$ cat src/rtl/bus_pkg.sv
// ============================================================================
//  Module   : bus_pkg
//  Purpose  : Shared address map, STATUS bit positions and TX state encoding
//  Revision : 1.0
// ============================================================================
`default_nettype none

package bus_pkg;

    localparam logic [13:0] c_io_base      = 14'h3F00;
    localparam logic [13:0] c_addr_led     = 14'h3F00;
    localparam logic [13:0] c_addr_cycles  = 14'h3F01;
    localparam logic [13:0] c_addr_txdata  = 14'h3F02;
    localparam logic [13:0] c_addr_status  = 14'h3F03;
    localparam logic [13:0] c_addr_bauddiv = 14'h3F04;

    localparam int c_stat_full  = 0;
    localparam int c_stat_empty = 1;
    localparam int c_stat_busy  = 2;

    typedef enum logic [1:0] {
        TX_IDLE  = 2'd0,
        TX_START = 2'd1,
        TX_DATA  = 2'd2,
        TX_STOP  = 2'd3
    } tx_state_e;

    function automatic logic is_ram_addr(input logic [13:0] addr);
        return addr < c_io_base;
    endfunction

endpackage

`default_nettype wire

$ cat src/rtl/uart_tx.sv
// ============================================================================
//  Module   : uart_tx
//  Purpose  : Byte FIFO feeding an 8N1 serializer with programmable bit time
//  Revision : 1.0
// ============================================================================
`default_nettype none

module uart_tx
    import bus_pkg::*;
#(
    parameter int FIFO_DEPTH = 4
) (
    input  logic        clk,
    input  logic        rst,
    input  logic        push,
    input  logic [7:0]  push_data,
    input  logic [15:0] baud_div,
    output logic        fifo_full,
    output logic        fifo_empty,
    output logic        tx_busy,
    output logic        txd
);

    localparam int c_ptr_w = $clog2(FIFO_DEPTH);
    localparam int c_cnt_w = c_ptr_w + 1;

    logic [7:0]         mem_q [FIFO_DEPTH];
    logic [c_ptr_w-1:0] wr_ptr_q, wr_ptr_d;
    logic [c_ptr_w-1:0] rd_ptr_q, rd_ptr_d;
    logic [c_cnt_w-1:0] count_q, count_d;
    logic               do_push;
    logic               do_pop;

    tx_state_e          state_q;
    logic [15:0]        baud_cnt_q;
    logic [15:0]        div_q;
    logic [2:0]         bit_idx_q;
    logic [7:0]         shift_q;
    logic               txd_q;
    logic               bit_done;

    assign fifo_full  = (count_q == c_cnt_w'(FIFO_DEPTH));
    assign fifo_empty = (count_q == '0);
    assign bit_done   = (baud_cnt_q == div_q);
    assign tx_busy    = (state_q != TX_IDLE);
    assign txd        = txd_q;

    // The next byte is taken either from idle or exactly at the end of a stop bit.
    always_comb begin
        do_push  = push && !fifo_full;
        do_pop   = !fifo_empty &&
                   ((state_q == TX_IDLE) || ((state_q == TX_STOP) && bit_done));
        wr_ptr_d = wr_ptr_q;
        rd_ptr_d = rd_ptr_q;
        count_d  = count_q;
        if (do_push) wr_ptr_d = wr_ptr_q + c_ptr_w'(1);
        if (do_pop)  rd_ptr_d = rd_ptr_q + c_ptr_w'(1);
        case ({do_push, do_pop})
            2'b10:   count_d = count_q + c_cnt_w'(1);
            2'b01:   count_d = count_q - c_cnt_w'(1);
            default: count_d = count_q;
        endcase
    end

    always_ff @(posedge clk) begin
        if (rst) begin
            wr_ptr_q <= '0;
            rd_ptr_q <= '0;
            count_q  <= '0;
        end else begin
            wr_ptr_q <= wr_ptr_d;
            rd_ptr_q <= rd_ptr_d;
            count_q  <= count_d;
        end
    end

    always_ff @(posedge clk) begin
        if (do_push) mem_q[wr_ptr_q] <= push_data;
    end

    // div_q is re-sampled at every bit boundary so divisor changes never split a bit.
    always_ff @(posedge clk) begin
        if (rst) begin
            state_q    <= TX_IDLE;
            txd_q      <= 1'b1;
            baud_cnt_q <= '0;
            div_q      <= '0;
            bit_idx_q  <= '0;
            shift_q    <= '0;
        end else begin
            case (state_q)
                TX_IDLE: begin
                    if (do_pop) begin
                        state_q    <= TX_START;
                        txd_q      <= 1'b0;
                        shift_q    <= mem_q[rd_ptr_q];
                        baud_cnt_q <= '0;
                        div_q      <= baud_div;
                    end
                end
                TX_START: begin
                    if (bit_done) begin
                        state_q    <= TX_DATA;
                        txd_q      <= shift_q[0];
                        bit_idx_q  <= '0;
                        baud_cnt_q <= '0;
                        div_q      <= baud_div;
                    end else begin
                        baud_cnt_q <= baud_cnt_q + 16'd1;
                    end
                end
                TX_DATA: begin
                    if (bit_done) begin
                        baud_cnt_q <= '0;
                        div_q      <= baud_div;
                        if (bit_idx_q == 3'd7) begin
                            state_q <= TX_STOP;
                            txd_q   <= 1'b1;
                        end else begin
                            bit_idx_q <= bit_idx_q + 3'd1;
                            shift_q   <= {1'b0, shift_q[7:1]};
                            txd_q     <= shift_q[1];
                        end
                    end else begin
                        baud_cnt_q <= baud_cnt_q + 16'd1;
                    end
                end
                TX_STOP: begin
                    if (bit_done) begin
                        baud_cnt_q <= '0;
                        div_q      <= baud_div;
                        if (do_pop) begin
                            state_q <= TX_START;
                            txd_q   <= 1'b0;
                            shift_q <= mem_q[rd_ptr_q];
                        end else begin
                            state_q <= TX_IDLE;
                        end
                    end else begin
                        baud_cnt_q <= baud_cnt_q + 16'd1;
                    end
                end
                default: state_q <= TX_IDLE;
            endcase
        end
    end

endmodule

`default_nettype wire

$ cat src/rtl/data_bus_bridge.sv
// ============================================================================
//  Module   : data_bus_bridge
//  Purpose  : CPU data bus decode to RAM and memory-mapped LED/CYCLES/UART I/O
//  Revision : 1.0
// ============================================================================
`default_nettype none

module data_bus_bridge
    import bus_pkg::*;
#(
    parameter int          FIFO_DEPTH = 4,
    parameter logic [15:0] DIV_RESET  = 16'd434
) (
    input  logic        clk,
    input  logic        rst,
    input  logic [13:0] cpu_addr,
    input  logic [31:0] cpu_wdata,
    input  logic        cpu_we,
    output logic [31:0] cpu_rdata,
    output logic [13:0] ram_addr,
    output logic [31:0] ram_wdata,
    output logic        ram_we,
    input  logic [31:0] ram_rdata,
    output logic [7:0]  led,
    output logic        uart_txd
);

    logic        is_ram;
    logic        io_wr;
    logic        tx_push;
    logic        fifo_full;
    logic        fifo_empty;
    logic        tx_busy;

    logic [7:0]  led_q, led_d;
    logic [31:0] cycles_q, cycles_d;
    logic [15:0] baud_div_q, baud_div_d;
    logic [31:0] io_rdata_q, io_rdata_d;
    logic        sel_io_q, sel_io_d;

    assign is_ram    = is_ram_addr(cpu_addr);
    assign ram_addr  = cpu_addr;
    assign ram_wdata = cpu_wdata;
    assign ram_we    = cpu_we && is_ram;
    assign io_wr     = cpu_we && !is_ram;
    assign tx_push   = io_wr && (cpu_addr == c_addr_txdata);
    assign led       = led_q;

    // Select and I/O value are captured on the same edge the RAM latches its address.
    assign cpu_rdata = sel_io_q ? io_rdata_q : ram_rdata;

    always_comb begin
        led_d      = led_q;
        baud_div_d = baud_div_q;
        cycles_d   = cycles_q + 32'd1;
        if (io_wr) begin
            case (cpu_addr)
                c_addr_led:     led_d      = cpu_wdata[7:0];
                c_addr_cycles:  cycles_d   = '0;
                c_addr_bauddiv: baud_div_d = cpu_wdata[15:0];
                default:        ;
            endcase
        end

        sel_io_d   = !is_ram;
        io_rdata_d = '0;
        case (cpu_addr)
            c_addr_led:     io_rdata_d = {24'd0, led_q};
            c_addr_cycles:  io_rdata_d = cycles_q;
            c_addr_status: begin
                io_rdata_d[c_stat_full]  = fifo_full;
                io_rdata_d[c_stat_empty] = fifo_empty;
                io_rdata_d[c_stat_busy]  = tx_busy;
            end
            c_addr_bauddiv: io_rdata_d = {16'd0, baud_div_q};
            default:        io_rdata_d = '0;
        endcase
    end

    always_ff @(posedge clk) begin
        if (rst) begin
            led_q      <= '0;
            cycles_q   <= '0;
            baud_div_q <= DIV_RESET;
            io_rdata_q <= '0;
            sel_io_q   <= 1'b0;
        end else begin
            led_q      <= led_d;
            cycles_q   <= cycles_d;
            baud_div_q <= baud_div_d;
            io_rdata_q <= io_rdata_d;
            sel_io_q   <= sel_io_d;
        end
    end

    uart_tx #(
        .FIFO_DEPTH (FIFO_DEPTH)
    ) u_uart_tx (
        .clk        (clk),
        .rst        (rst),
        .push       (tx_push),
        .push_data  (cpu_wdata[7:0]),
        .baud_div   (baud_div_q),
        .fifo_full  (fifo_full),
        .fifo_empty (fifo_empty),
        .tx_busy    (tx_busy),
        .txd        (uart_txd)
    );

endmodule

`default_nettype wire

$ cat config.mk
export PLATFORM = sky130hd
export DESIGN_NAME = data_bus_bridge
export DESIGN_NICKNAME = d
export VERILOG_FILES = /design/src/rtl/bus_pkg.sv /design/src/rtl/uart_tx.sv /design/src/rtl/data_bus_bridge.sv
export SDC_FILE = /design/constraint.sdc
export NUM_CORES = 1
export LEC_CHECK = 0
export CORE_UTILIZATION = 51
export DETAILED_ROUTE_END_ITERATION = 7
export GPL_ROUTABILITY_DRIVEN = 0
export PLACE_DENSITY = 0.91
export SYNTH_ARGS = -nofsm -noshare
export SYNTH_HDL_FRONTEND = slang
export SYNTH_SLANG_ARGS = --single-unit
$ cat constraint.sdc
create_clock -name clk -period 3.8 [get_ports clk]
set_clock_uncertainty 0.05 [all_clocks]
set_input_delay 0.95 -clock clk [delete_from_list [all_inputs] [get_ports clk]]
set_output_delay 0.95 -clock clk [all_outputs]
set_load 0.05 [all_outputs]
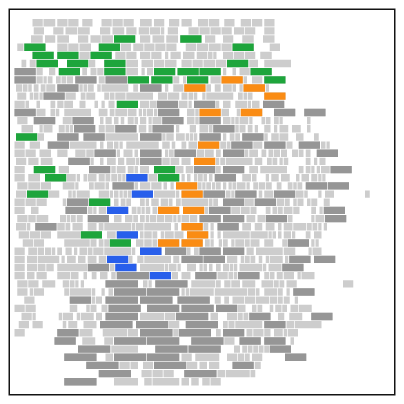
**Above:** run 1 (register map, names as in the netlist).
(3 px per um) Other sequential cells in the stronger grey, the rest of the logic in the fainter grey.
legend:
  orange:
    name_in_the_netlist: baud_div_q
    flops: 16
  green:
    name_in_the_netlist: io_rdata_q
    flops: 32
  blue:
    name_in_the_netlist: led
    flops: 8
register area: 3840 um2
fin util: 0.651

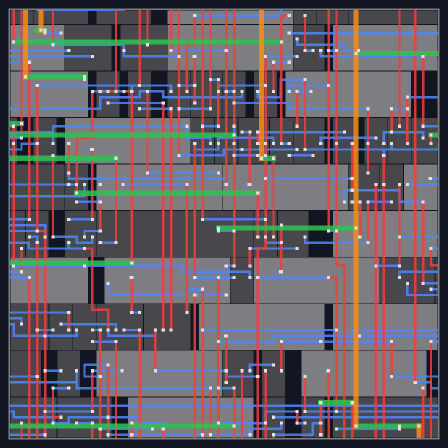
**Above:** run 1 (zoomed window).
Region (52, 52) to (77, 77) um. Cells in grey, sequential cells in the stronger grey; small squares are vias.
legend:
  orange:
    layer: metal 4
  red:
    layer: metal 2
  blue:
    layer: metal 1
  green:
    layer: metal 3
cells with their middle in the window: 57
netlist names of flops here include: u_uart_tx.div_q (9), baud_div_q (6)
most frequent: nand2_1 (23), dfxtp_1 (16), a21oi_1 (8)
sequential cells in the window: 16

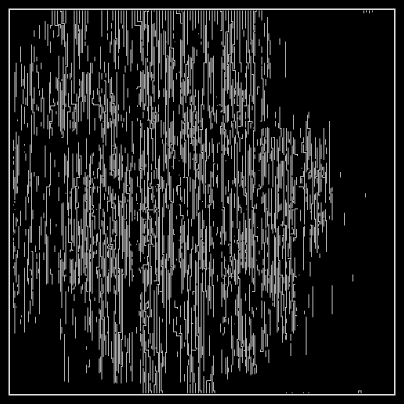
**Above:** run 1 (metal 2).
(3 px per um)
share of all routed wire: 50%
wire length on this layer: 9790 um
longest straight run: 43.9 um

==> flow_summary_export.csv, run 1 <==
group,metric,value,unit
timing,slew_headroom,0.364,
critical_path,cp-end-kind,"output pin",
critical_path,crit_family,"buffers and inverters",
timing,setup_viol,0,
place,preCtsSetupSlack,-63.4,ps
critical_path,cp_slowest_cell,"clkdlybuf4s50_1",
timing,layout_setup_ws,358,ps
synthesis,synth.cellmix.simpleShare,0.191,
route,num_vias,6454,
pwr,netSwitchingPower,1.14,mW
final_layout,final_cell_mix,"dfxtp_1 (144), clkdlybuf4s50_1 (126), nand2_1 (102), nor2_1 (78), a21oi_1 (64)",
synthesis,ys_sh_mux,0.0805,
timing,finalCriticalPeriod,3440,ps
timing,timing.setup.tns,0,ps
timing,worst_pin_slew,954,ps
cts,post-cts-setup-buffer-count,0,
grt,grt_usage,0.248,
critical_path,crit_required,2800,ps
critical_path,max_stage_delay,870,ps
critical_path,critPathArrivalTime,2440,ps
synthesis,synthAdderAreaFrac,0.0257,
floorplan,die_area,16400,um2
grt,antenna_found_initial,0,
timing,finalHoldViolCount,0,
synthesis,synthTopCellsByArea,"dfxtp_1 (36%), edfxtp_1 (12%), nand2_1 (4.7%), mux2_2 (4.6%), buf_4 (4.4%)",
grt,use_met1,0.307,
synthesis,synth_area,8100,um2
route,top_layer,"met4",
pwr,power.total,4.42,mW
route,drt-met1-wl,8040,um
pwr,p_clk_frac,0.428,
place,dpl.hpwl,13300,um
final_layout,lay_top_count,"dfxtp_1",
floorplan,num_rows,45,
place,portBuffers,136,
synthesis,synth_flops,176,
route,drt_iter0_drc,593,
timing,rsz0062_at_grt,"no",
cts,postCtsHoldBufs,0,
critical_path,crit_fanout,7,
synthesis,postSynthSeqShare,0.475,
synthesis,ys_cells,841,
status,status,"complete, no violations",
timing,fmax,0.291,GHz
critical_path,crit_path_frequent_cell,"clkdlybuf4s50_1",
final_layout,design_area,10000,um2
pwr,power-top-group,"registers",
pwr,seq-power,1.94,mW
synthesis,synth_warnings,0,
synthesis,synth-main-ff-cell,"dfxtp_1",
synthesis,syn_inst,841,
synthesis,synth-edff-count,32,
final_layout,drive_gt1_frac,0.135,
final_layout,reg_top3,"cycles_q (32), io_rdata_q (32), u_uart_tx.mem_q (32)",
route,route.detailed.drc,0,
## run 1: worst paths after layout
kind | depth (start not counted) | from | end | slack [ps]
max | 2 | cpu_addr[0] | ram_addr[0] | 360
min | 2 | u_uart_tx.div_q[11] | u_uart_tx.div_q[11] | 420
max reg2reg | 12 | u_uart_tx.baud_cnt_q[7] | u_uart_tx.count_q[2] | 580
min reg2reg | 2 | u_uart_tx.div_q[11] | u_uart_tx.div_q[11] | 420
## run 1: layout make-up
type / count / area [um2] / share of cell area
Clock buffer: 19 / 475 / 0.0475
Clock inverter: 13 / 170 / 0.0170
Inverter: 15 / 56.3 / 0.00563
Multi-Input combinational cell: 562 / 3670 / 0.366
Sequential cell: 176 / 3840 / 0.384
Tap cell: 211 / 264 / 0.0264
Timing Repair Buffer: 159 / 1530 / 0.153
**Run 1: drive-strength map**

(4 px per um)
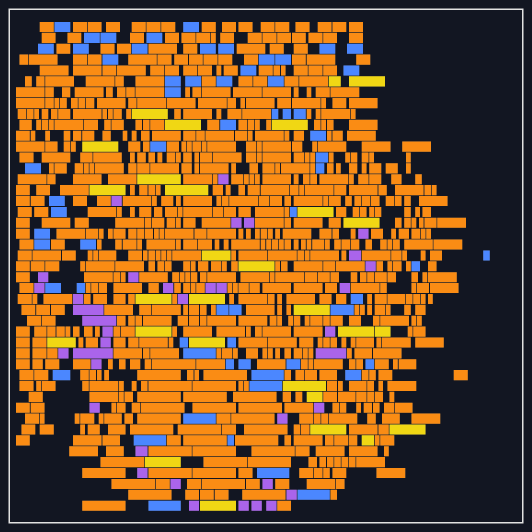

--- run 2 (diff from run 1) ---
ABC_CLOCK_PERIOD_IN_PS = 4150   (was unset)
CORE_UTILIZATION = 55   (was 51)
PLACE_DENSITY = 0.95   (was 0.91)
TNS_END_PERCENT = 30   (was unset)
clock period = 4.15 ns   (was 3.8 ns; I/O delays follow)
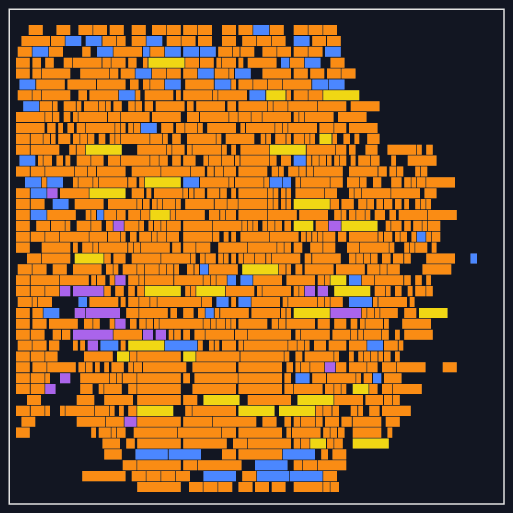
**Above:** run 2 (drive-strength map).
(4 px per um)
legend:
  orange:
    size: _0 and _1 cells
    cells: 825
    share: 88%
    most_used: dfxtp_1
  purple:
    size: _3 and _4 cells
    cells: 20
    share: 2.1%
    most_used: buf_4
  yellow:
    size: _6 and larger
    cells: 31
    share: 3.3%
    most_used: clkbuf_16
  blue:
    size: _2 cells
    cells: 61
    share: 6.5%
    most_used: mux2_2

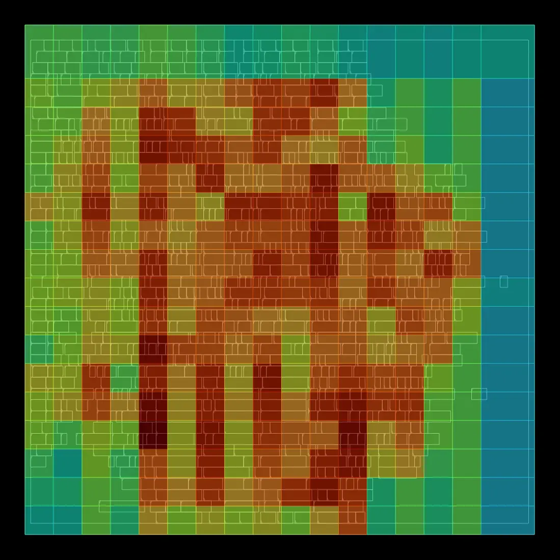
**Above:** run 2 (routing congestion map).
met2 usage: 0.479
fin util: 0.703
grt met1 use: 0.340
GRT Resource Usage Total: 0.282

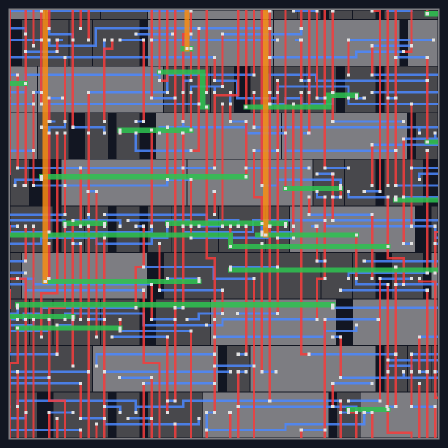
**Above:** run 2 (zoomed window).
Region (49, 49) to (74, 74) um. Cells in grey, sequential cells in the stronger grey; small squares are vias.
legend:
  red:
    layer: metal 2
  green:
    layer: metal 3
  blue:
    layer: metal 1
  orange:
    layer: metal 4
sequential cells in the window: 15
cells with their middle in the window: 59
netlist names of flops here include: baud_div_q (8), u_uart_tx.div_q (5)
most frequent: nand2_1 (20), dfxtp_1 (15), a21oi_1 (8)

==> run 2 against run 1 <==
Worst hold slack improved by 8.7 ps. Combinational power fell by 9.3%. Core utilization rose by 5.2 points. Worst setup slack improved by 120 ps. Sequential power fell by 9%. Clock-buffer cell count rose by 3. Sequential share of layout area rose by 0.39 points. Area after synthesis did not move. Total power fell by 11%. Routed wire length rose by 5.3%. Non-clock buffer count fell by 7.
==> flow_summary_export.csv, run 2 <==
group,metric,value,unit
synthesis,yosysUniqueCellTypes,56,
synthesis,synth-edff-count,32,
critical_path,r2r-start,"u_uart_tx.baud_cnt_q[7]",
critical_path,worst-path-stages,2,
pwr,seq-power,1.77,mW
synthesis,postSynthSeqShare,0.475,
route,drt-met1-wl,8090,um
floorplan,die_area,15200,um2
timing,rsz0062_at_grt,"no",
synthesis,synth_area,8100,um2
critical_path,cp-startpoint,"cpu_wdata[0]",
worst_hold_path,worstHoldPathType,"flip-flop to flip-flop",
final_layout,reg_top3,"cycles_q (32), io_rdata_q (32), u_uart_tx.mem_q (32)",
grt,antenna_found_initial,0,
final_layout,lay_top_count,"dfxtp_1",
final_layout,drive_gt1_frac,0.120,
final_layout,layout.cells.non_filler,1117,
synthesis,synth_flops,176,
timing,worst_pin_slew,925,ps
cts,postCtsHoldBufs,0,
worst_hold_path,hold-path-endpoint,"u_uart_tx.shift_q[3]",
critical_path,crit_path_frequent_cell,"clkdlybuf4s50_1",
pwr,power.total,3.94,mW
pwr,power-top-group,"registers",
synthesis,yosysTopAreaCell,"dfxtp_1",
critical_path,max_stage_delay,900,ps
timing,finalCriticalPeriod,3670,ps
place,dpl.hpwl,13300,um
synthesis,async_flop_share,0,
timing,layout_setup_ws,481,ps
synthesis,synth-main-ff-cell,"dfxtp_1",
critical_path,crit_fanout,7,
pwr,p_clk_frac,0.413,
floorplan,num_rows,43,
grt,grt_overflow_total,0,
critical_path,cp-end-kind,"output pin",
place,portBuffers,136,
synthesis,ys_cells,841,
route,route.detailed.drc,0,
timing,setup_viol,0,
critical_path,timing.rr.end,"u_uart_tx.count_q[2]",
status,status,"complete, no violations",
timing,timing.setup.tns,0,ps
pwr,netSwitchingPower,1.08,mW
critical_path,r2r_slack,730,ps
timing,slew_headroom,0.383,
critical_path,crit_family,"buffers and inverters",
synthesis,syn_inst,841,
worst_hold_path,hold_path_depth,2,
timing,fmax,0.273,GHz
final_layout,mi_logic_area,3670,um2
critical_path,worst-r2r-cell-count,11,
final_layout,final_cell_mix,"dfxtp_1 (144), clkdlybuf4s50_1 (134), nand2_1 (102), nor2_1 (78), a21oi_1 (64)",
worst_hold_path,min_from,"u_uart_tx.shift_q[3]",
synthesis,synthTopCellsByArea,"dfxtp_1 (36%), edfxtp_1 (12%), nand2_1 (4.7%), mux2_2 (4.6%), buf_4 (4.4%)",
route,drt_iter0_drc,803,
## run 2: cell counts after synthesis
Identical to the previous run, type by type.
## run 2: final cells by class
type / count / share of cell area
flip-flops and latches: 176 / 0.388
well taps: 180 / 0.0227
inverters: 15 / 0.00568
multi-input cells: 562 / 0.370
clock inverters: 10 / 0.00884
repair buffers: 152 / 0.153
clock buffers: 22 / 0.0522
## run 2: cells by family (layout without fill, tap and decap cells)
logic type	count (synthesis)	after routing	synth area share
simple gates	312	312	0.191
mux	51	51	0.0805
fa+ha+maj	16	16	0.0257
flops	176	176	0.475
compound gates	137	137	0.105
xor+xnor	46	46	0.0498
buf+inv	103	199	0.0732
Power and IR drop assume default switching activity.
